==> config.mk <==
export PLATFORM = sky130hd
export DESIGN_NAME = vlc_bit_packer
export DESIGN_NICKNAME = d
export VERILOG_FILES = /design/src/rtl/vlc_bit_packer.sv
export SDC_FILE = /design/constraint.sdc
export NUM_CORES = 1
export LEC_CHECK = 0
export ABC_AREA = 1
export CORE_MARGIN = 2
export CORE_UTILIZATION = 55
export DETAILED_ROUTE_END_ITERATION = 8
export GPL_ROUTABILITY_DRIVEN = 0
export PLACE_DENSITY = 0.76
export SYNTH_ARGS = -nofsm -noshare
export SYNTH_HDL_FRONTEND = slang
export SYNTH_SLANG_ARGS = --single-unit
export TNS_END_PERCENT = 30
==> constraint.sdc <==
create_clock -name clock -period 8 [get_ports clock]
set_input_delay 1.6 -clock clock [delete_from_list [all_inputs] [get_ports clock]]
set_output_delay 1.6 -clock clock [all_outputs]
set_load 0.1 [all_outputs]
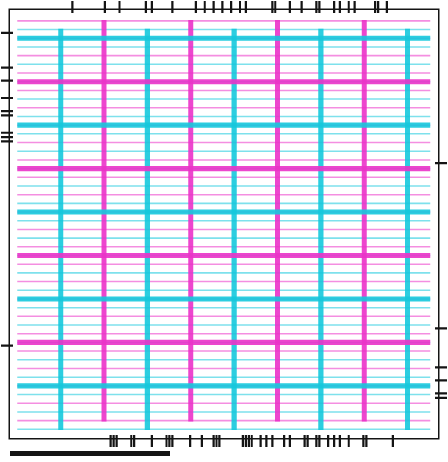
*Supply network*
The bar under the picture is 50 µm long. Pins as bars on the die edge.
color	net
cyan	VSS
magenta	VDD
met4 straps	9
rows	47
signal pins	76
met1 rails	48
met5 straps	9
Chip Width: 134.0 µm
Core Area: 16520 µm²

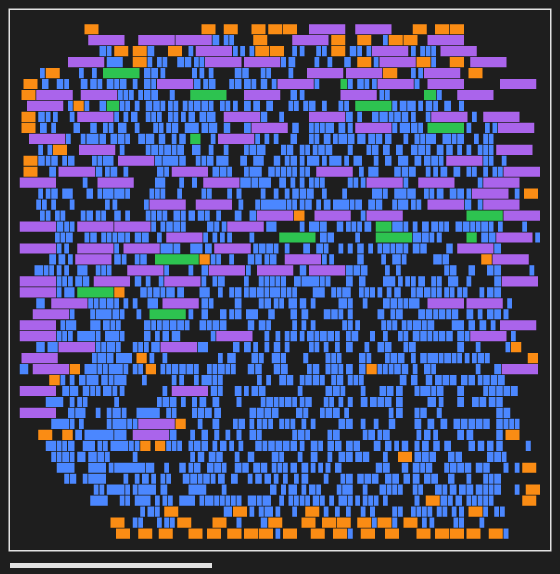
*Cell classes on the final placement*
The bar under the picture is 50 µm long.
color	class	cells
orange	remaining buffers and delay cells	90
green	clock drivers and dummy loads	16
purple	sequential cells	105
blue	combinational and other logic	1367
post-route cell area: 10380 µm²
sequential portion of the cell area: 0.2532
Placement Rows: 47
final cell utilization of the core: 0.6279

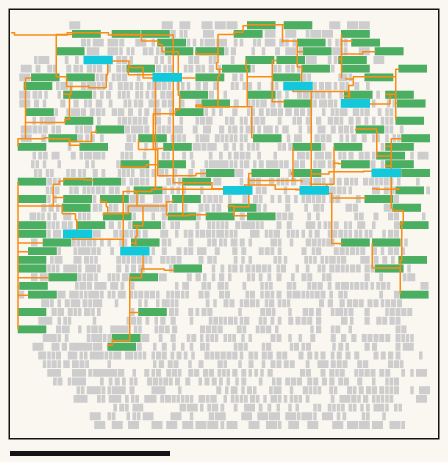
*Clock network drawn from the DEF*
The bar under the picture is 50 µm long.
[orange] clock wires | length: 1360 µm
[green] flip-flops | count: 105
[cyan] clock drivers | count: 9
routed clock nets	10
Setup Skew: 14.58 ps
Skew-Pair Late Insertion Delay: 370 ps

==> impl_summary.log <==
[report] implementation figures
INFO  metric report.final.slew_viol_count = 0
INFO  metric worst-path-max-fanout = 38
INFO  metric yosys.area.top_type_share = 0.2828
INFO  metric clk_pin_slew = 80 ps
INFO  metric post_cts_resized = 0
INFO  metric ys_types = 48
INFO  metric maxCapViolCount = 0
INFO  metric outcome = completed
INFO  metric log.warning_count = 28
INFO  metric yosys-stat-area = 9290 µm²
INFO  metric route.top_layer_used = met4
INFO  metric setup_viol_count_final = 0
INFO  metric drt_drc_violations_left = 0
INFO  metric num_io_pins = 76
INFO  metric grt_max_degree = 72
INFO  metric htree_levels = 3
INFO  metric vias_in_the_first_global_route = 9978
INFO  metric dp_slack = 1944 ps
INFO  metric chip_area = 17950 µm²
INFO  metric vias = 10.98k
INFO  metric finalHoldViolations = 0
INFO  metric num_antenna_cells = 0
INFO  metric remaining_global_route_overflow = 0
INFO  metric setup_ws = 2226 ps
INFO  metric r2r_setup_slack = 3770 ps
INFO  metric drt-wirelength-per-cell = 18.69 µm
INFO  metric avgSynthCellArea = 5.986 µm²
INFO  metric r2r.worst_path.cells = 16
INFO  metric asyncSetResetFlopFracSynth = 1.000
INFO  metric arrival = 6020 ps
INFO  metric synth_top_cell_by_count = sky130_fd_sc_hd__nand2_1
INFO  metric wire_length_of_the_first_global_routing_pass = 52.70 mm
INFO  metric timing.slew.headroom = 0.2418
INFO  metric drive_above_1_share = 0.04689
INFO  metric timing.final.crit_share = 0.7218
INFO  metric largest_register_ffs = 64
INFO  metric avgViaCountPerCell = 6.105
INFO  metric worst_slew_pin_slew = 1133 ps
INFO  metric use_met3 = 0.09033
INFO  metric instances_no_fill = 1798
INFO  metric syn_area = 9290 µm²
INFO  metric netlist_instances = 1552
INFO  metric fin_hold_ws = 488.4 ps
INFO  metric setup.worst_path.start_class = primary input
INFO  metric max_clock_freq = 0.1732 GHz
INFO  metric capturing_element_type_of_the_critical_path = flop
INFO  metric initial_antenna_violation_count = 0
INFO  metric synth.yosys.warnings = 0
INFO  metric edf_count = 0
INFO  metric net_count_final = 1628
INFO  metric syn_to_final_growth = 11.69%
INFO  metric clk_root_buffer_cell = sky130_fd_sc_hd__clkbuf_16
INFO  metric met1_global_route_usage = 0.5292
INFO  metric num-fill-cells = 1603
INFO  metric gr-usage-all-layers = 0.3761
INFO  metric dp.final_hpwl = 25.31 mm
INFO  metric tritoncts_clock_tree = done
INFO  metric cts.repair_timing.setup_buffer_count = 0
INFO  metric setup.worst_path.class = in2reg
INFO  metric dp_cells = 1782
INFO  metric setup-tns-final = 0 ps
INFO  metric post_route_antenna_net_violation_count = 0
INFO  metric io_buffers = 75
INFO  metric grt_use_met2 = 0.5615
INFO  metric m1WireLength = 13.81 mm
INFO  metric number_of_cell_instances_after_yosys_synthesis = 1552
INFO  metric flip_flop_and_latch_count_after_synthesis = 105
INFO  metric globalRoute.busiestLayer = met2
INFO  metric numCtsBuffers = 9
INFO  metric cts_max_path_buffers = 2
INFO  metric yosys-top-cells-count = sky130_fd_sc_hd__nand2_1 (426), sky130_fd_sc_hd__nand3_1 (314), sky130_fd_sc_hd__inv_1 (162)
-- area by class of cell --
type                            count  area [µm²]  area share
Timing Repair Buffer               90       860.8     0.08296
Sequential cell                   105        2628      0.2532
Clock inverter                      7       78.83    0.007597
Tap cell                          220       275.3     0.02653
Multi-Input combinational cell   1191        5648      0.5443
Inverter                          176       660.6     0.06367
Clock buffer                        9       225.2     0.02171
-- critical path, cell delays in order --
cell	delay (ps)
sky130_fd_sc_hd__clkdlybuf4s50_1	550
sky130_fd_sc_hd__inv_1	60
sky130_fd_sc_hd__nand2_1	80
sky130_fd_sc_hd__inv_1	50
sky130_fd_sc_hd__nand2_1	60
sky130_fd_sc_hd__nand2_1	50
sky130_fd_sc_hd__nand2_1	90
sky130_fd_sc_hd__ha_1	280
sky130_fd_sc_hd__nand4_4	130
sky130_fd_sc_hd__nand2_2	240
sky130_fd_sc_hd__nand2_1	150
sky130_fd_sc_hd__o21ai_4	160
sky130_fd_sc_hd__ha_1	220
sky130_fd_sc_hd__inv_1	60
sky130_fd_sc_hd__nor2_2	160
sky130_fd_sc_hd__nand3_2	150
sky130_fd_sc_hd__nand3_2	130
sky130_fd_sc_hd__nand2_4	210
sky130_fd_sc_hd__nand3_4	350
sky130_fd_sc_hd__nand2_4	260
sky130_fd_sc_hd__inv_2	550
sky130_fd_sc_hd__nand2_1	140
sky130_fd_sc_hd__a21oi_1	150
sky130_fd_sc_hd__a21oi_1	80
-- logic make-up after synthesis --
| kind of cell | Yosys count | synth area share |
|---|---|---|
| and+or+nand+nor | 976 | 0.4649 |
| xor gates and xnor gates | 3 | 0.002829 |
| adders and majority gates | 13 | 0.01832 |
| buffers and inverters | 256 | 0.1092 |
| AOI/OAI and AO/OA | 199 | 0.1219 |
| DFF | 105 | 0.2828 |
